$ cat config.mk
export PLATFORM = sky130hd
export DESIGN_NAME = dec_4
export DESIGN_NICKNAME = d
export VERILOG_FILES = /design/src/rtl/dec_pkg.sv /design/src/rtl/dec_4_mac.sv /design/src/rtl/fixed_point_add.sv /design/src/rtl/fixed_point_multiply.sv /design/src/rtl/dec_4.sv
export SDC_FILE = /design/constraint.sdc
export NUM_CORES = 2
export LEC_CHECK = 0
export ABC_AREA = 1
export CORE_MARGIN = 5
export CORE_UTILIZATION = 50
export CTS_CLUSTER_DIAMETER = 200
export CTS_CLUSTER_SIZE = 20
export DETAILED_ROUTE_END_ITERATION = 8
export GPL_ROUTABILITY_DRIVEN = 0
export HOLD_SLACK_MARGIN = 0.05
export PLACE_DENSITY_LB_ADDON = 0.05
export SETUP_SLACK_MARGIN = 0.1
export SLEW_MARGIN = 10
export SYNTH_ARGS = -nofsm -noshare
export SYNTH_HDL_FRONTEND = slang
export SYNTH_SLANG_ARGS = --single-unit
$ cat constraint.sdc
create_clock -name clk -period 15.5 [get_ports clk]
set_input_delay 3.1 -clock clk [delete_from_list [all_inputs] [get_ports clk]]
set_output_delay 3.1 -clock clk [all_outputs]
set_load 0.02 [all_outputs]
$ cat src/rtl/dec_pkg.sv
// Shared constants and types for the decoder dense layers.
// All datapath words are signed Q8.8.
package dec_pkg;

  localparam int unsigned FRAC = 8;

  localparam logic [15:0] ONE  = 16'h0100;
  localparam logic [15:0] ZERO = 16'h0000;

  localparam int unsigned ACT_NONE = 0;
  localparam int unsigned ACT_RELU = 1;

  typedef enum logic [1:0] {
    IDLE,
    MAC,
    DONE
  } state_e;

endpackage

$ cat src/rtl/dec_4_mac.sv
// Single multiply-accumulate step: sum = (sel_bias ? bias : acc) + trunc(z*w >>> FRAC).
module dec_4_mac
  import dec_pkg::*;
#(
  parameter int unsigned BITSIZE = 16,
  parameter int unsigned FRAC    = dec_pkg::FRAC
) (
  input  logic [BITSIZE-1:0] z_elem,
  input  logic [BITSIZE-1:0] w_elem,
  input  logic [BITSIZE-1:0] bias,
  input  logic [BITSIZE-1:0] acc,
  input  logic               sel_bias,
  output logic [BITSIZE-1:0] sum
);

  logic [BITSIZE-1:0] p;
  logic [BITSIZE-1:0] addend;

  fixed_point_multiply #(
    .BITSIZE(BITSIZE),
    .FRAC   (FRAC)
  ) u_mul (
    .a     (z_elem),
    .b     (w_elem),
    .result(p)
  );

  assign addend = sel_bias ? bias : acc;

  fixed_point_add #(
    .BITSIZE(BITSIZE)
  ) u_add (
    .a     (addend),
    .b     (p),
    .result(sum)
  );

endmodule

$ cat src/rtl/fixed_point_add.sv
// Two's-complement add that wraps modulo 2^BITSIZE.
module fixed_point_add #(
  parameter int unsigned BITSIZE = 16
) (
  input  logic [BITSIZE-1:0] a,
  input  logic [BITSIZE-1:0] b,
  output logic [BITSIZE-1:0] result
);

  assign result = a + b;

endmodule

$ cat src/rtl/fixed_point_multiply.sv
// Signed fixed-point multiply: full-width product, arithmetic shift by FRAC,
// low BITSIZE bits kept (wraps, no saturation). Requires FRAC >= 1.
module fixed_point_multiply #(
  parameter int unsigned BITSIZE = 16,
  parameter int unsigned FRAC    = 8
) (
  input  logic [BITSIZE-1:0] a,
  input  logic [BITSIZE-1:0] b,
  output logic [BITSIZE-1:0] result
);

  logic signed [2*BITSIZE-1:0] a_ext;
  logic signed [2*BITSIZE-1:0] b_ext;
  logic signed [2*BITSIZE-1:0] prod;
  logic                        unused_prod_bits;

  assign a_ext = {{BITSIZE{a[BITSIZE-1]}}, a};
  assign b_ext = {{BITSIZE{b[BITSIZE-1]}}, b};
  assign prod  = a_ext * b_ext;

  // Taking bits [FRAC +: BITSIZE] equals (prod >>> FRAC) truncated to BITSIZE.
  assign result = prod[FRAC +: BITSIZE];

  assign unused_prod_bits = ^{prod[2*BITSIZE-1:FRAC+BITSIZE], prod[FRAC-1:0]};

endmodule

$ cat src/rtl/dec_4.sv
// Time-multiplexed dense layer y = act(W*z + b) with one shared MAC and
// valid/ready handshakes on both sides.
module dec_4
  import dec_pkg::*;
#(
  parameter int unsigned BITSIZE = 16,
  parameter int unsigned FRAC    = dec_pkg::FRAC,
  parameter int unsigned N_IN    = 2,
  parameter int unsigned N_OUT   = 6,
  parameter int unsigned ACT     = ACT_NONE
) (
  input  logic                          clk,
  input  logic                          reset,
  input  logic                          in_valid,
  output logic                          in_ready,
  input  logic [BITSIZE*N_IN-1:0]       z,
  input  logic [BITSIZE*N_IN*N_OUT-1:0] w,
  input  logic [BITSIZE*N_OUT-1:0]      b,
  output logic [BITSIZE*N_OUT-1:0]      y,
  output logic                          out_valid,
  input  logic                          out_ready
);

  localparam int unsigned IW = (N_IN > 1) ? $clog2(N_IN) : 1;
  localparam int unsigned OW = (N_OUT > 1) ? $clog2(N_OUT) : 1;
  localparam logic [IW-1:0] I_LAST = IW'(N_IN - 1);
  localparam logic [OW-1:0] O_LAST = OW'(N_OUT - 1);

  state_e state_q, state_d;

  logic [BITSIZE*N_IN-1:0]       z_q;
  logic [BITSIZE*N_IN*N_OUT-1:0] w_q;
  logic [BITSIZE*N_OUT-1:0]      b_q;
  logic [BITSIZE-1:0]            acc_q;
  logic [BITSIZE-1:0]            y_q [N_OUT];
  logic [IW-1:0]                 i_q, i_d;
  logic [OW-1:0]                 o_q, o_d;

  logic [BITSIZE-1:0] z_arr [N_IN];
  logic [BITSIZE-1:0] w_arr [N_OUT][N_IN];
  logic [BITSIZE-1:0] b_arr [N_OUT];

  logic               accept;
  logic               in_mac;
  logic               elem_last;
  logic               last_pair;
  logic [BITSIZE-1:0] sum;
  logic [BITSIZE-1:0] act_val;

  // Operand views and output packing.
  for (genvar gi = 0; gi < N_IN; gi++) begin : g_z
    assign z_arr[gi] = z_q[BITSIZE*gi +: BITSIZE];
  end

  for (genvar go = 0; go < N_OUT; go++) begin : g_row
    assign b_arr[go] = b_q[BITSIZE*go +: BITSIZE];
    assign y[BITSIZE*go +: BITSIZE] = y_q[go];
    for (genvar gi = 0; gi < N_IN; gi++) begin : g_col
      assign w_arr[go][gi] = w_q[BITSIZE*(N_IN*go+gi) +: BITSIZE];
    end
  end

  assign accept    = in_valid && in_ready;
  assign in_mac    = (state_q == MAC);
  assign elem_last = (i_q == I_LAST);
  assign last_pair = in_mac && elem_last && (o_q == O_LAST);

  dec_4_mac #(
    .BITSIZE(BITSIZE),
    .FRAC   (FRAC)
  ) u_mac (
    .z_elem  (z_arr[i_q]),
    .w_elem  (w_arr[o_q][i_q]),
    .bias    (b_arr[o_q]),
    .acc     (acc_q),
    .sel_bias(i_q == '0),
    .sum     (sum)
  );

  always_comb begin
    act_val = sum;
    if (ACT == ACT_RELU && sum[BITSIZE-1]) begin
      act_val = '0;
    end
  end

  // FSM: state register.
  always_ff @(posedge clk or posedge reset) begin
    if (reset) begin
      state_q <= IDLE;
    end else begin
      state_q <= state_d;
    end
  end

  // FSM: next state.
  always_comb begin
    state_d = state_q;
    unique case (state_q)
      IDLE:    if (in_valid) state_d = MAC;
      MAC:     if (last_pair) state_d = DONE;
      DONE:    if (out_ready) state_d = IDLE;
      default: state_d = IDLE;
    endcase
  end

  // FSM: outputs.
  always_comb begin
    in_ready  = 1'b0;
    out_valid = 1'b0;
    unique case (state_q)
      IDLE:    in_ready  = 1'b1;
      DONE:    out_valid = 1'b1;
      default: ;
    endcase
  end

  // Counters walk i fastest, then o; they park at zero once the pass ends.
  always_comb begin
    i_d = i_q;
    o_d = o_q;
    if (accept || last_pair) begin
      i_d = '0;
      o_d = '0;
    end else if (in_mac) begin
      if (elem_last) begin
        i_d = '0;
        o_d = o_q + OW'(1);
      end else begin
        i_d = i_q + IW'(1);
      end
    end
  end

  always_ff @(posedge clk or posedge reset) begin
    if (reset) begin
      z_q   <= '0;
      w_q   <= '0;
      b_q   <= '0;
      acc_q <= '0;
      i_q   <= '0;
      o_q   <= '0;
      for (int k = 0; k < N_OUT; k++) begin
        y_q[k] <= '0;
      end
    end else begin
      i_q <= i_d;
      o_q <= o_d;
      if (accept) begin
        z_q <= z;
        w_q <= w;
        b_q <= b;
      end
      if (in_mac) begin
        acc_q <= sum;
        if (elem_last) begin
          y_q[o_q] <= act_val;
        end
      end
    end
  end

endmodule

==> images/placement_by_type.png <==
Scale bar: 50 µm.
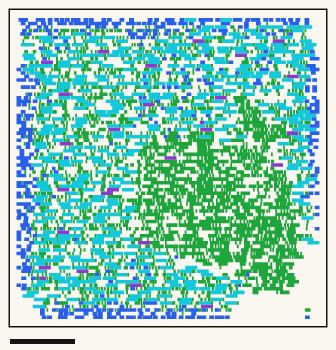
[green] combinational and other logic | cells: 2735 | share of their area: 49%
[purple] clock drivers and dummy loads | cells: 28 | share of their area: 2.1%
[cyan] sequential cells | cells: 438 | share of their area: 35%
[blue] remaining buffers and delay cells | cells: 444 | share of their area: 14%

==> images/sizes.png <==
Scale bar: 50 µm.
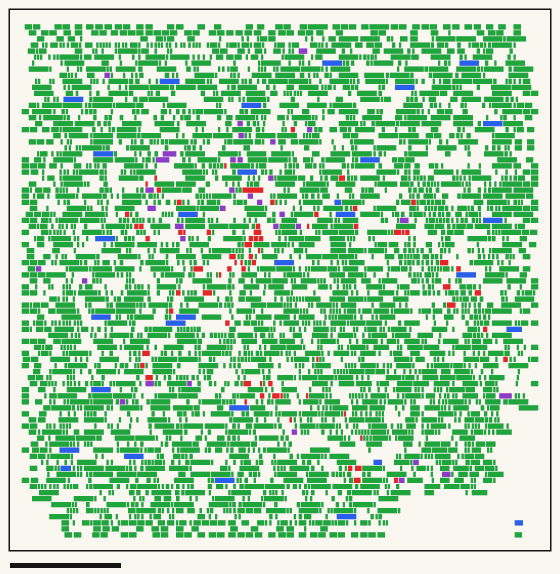
[purple] _3 and _4 cells | cells: 33 | share: 0.91% | most used: buf_4
[green] _0 and _1 cells | cells: 3512 | share: 96% | most used: nand2_1
[red] _2 cells | cells: 70 | share: 1.9% | most used: nand2_2
[blue] _6 and larger | cells: 30 | share: 0.82% | most used: clkbuf_16

==> images/congestion.png <==
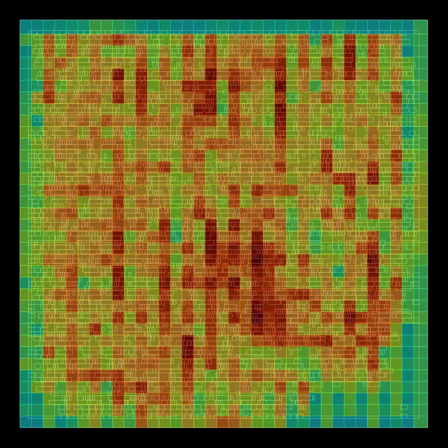
Routed WL per cell: 20.82 µm
met1 Usage GRT: 0.4207
Finished Core Util: 0.6023
gr usage total: 0.3021

==> images/logic_types.png <==
Scale bar: 50 µm.
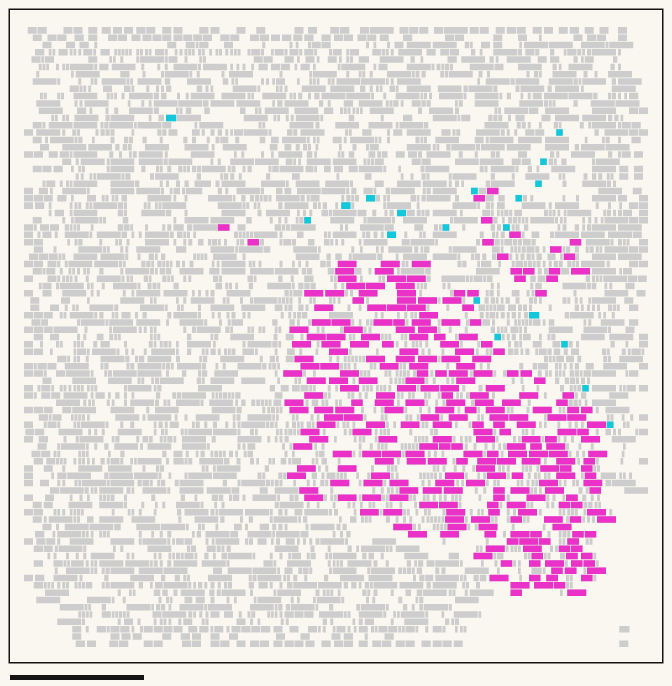
[cyan] non-inverting ao/oa cells | cells: 19
[magenta] fa/ha/maj cells | cells: 274

==> results.cfg <==
; physical design summary
[detailed_routing]
ant_nets = 0
drt-total-wl_mm = 90.46
wl_met2_mm = 41.74
dr_total_vias = 23735

[layout]
layout.area.comb_um2 = 13720
nFillCells = 4847
n_clock_buffer = 27
seq-cell-share = 0.3382

[placed_design]
numPlacedInstances = 4313

[status]
outcome = finished, final reports clean

[yosys]
yosysTopAreaCellShare = 0.4042
synth.logic.top_family = simple AND/OR/NAND/NOR gates
ys_area_um2 = 27110

[clock_network]
clock.latency.late_pin_ns = 0.59
clk_path_buf_depth = 3
clkSlewWorstSetupHoldPaths_ns = 0.08

[global_route]
antenna_found_initial = 4
grt_start_max_net_pins = 180

[die]
fp_util = 0.5039
fp.dieW_um = 242.9
rows = 85

[timing]
slew_headroom = 0.1487
hold_ws_ns = 0.4794
skew_ns = 0.02035

[hold_path]
worstHoldEndpoint = y[18]
min_from = y[18]
min_path_cells = 2

[worst_setup_path]
crit_family = adder cells
path_buffers = 6
worstSetupStartpoint = o_q[1]

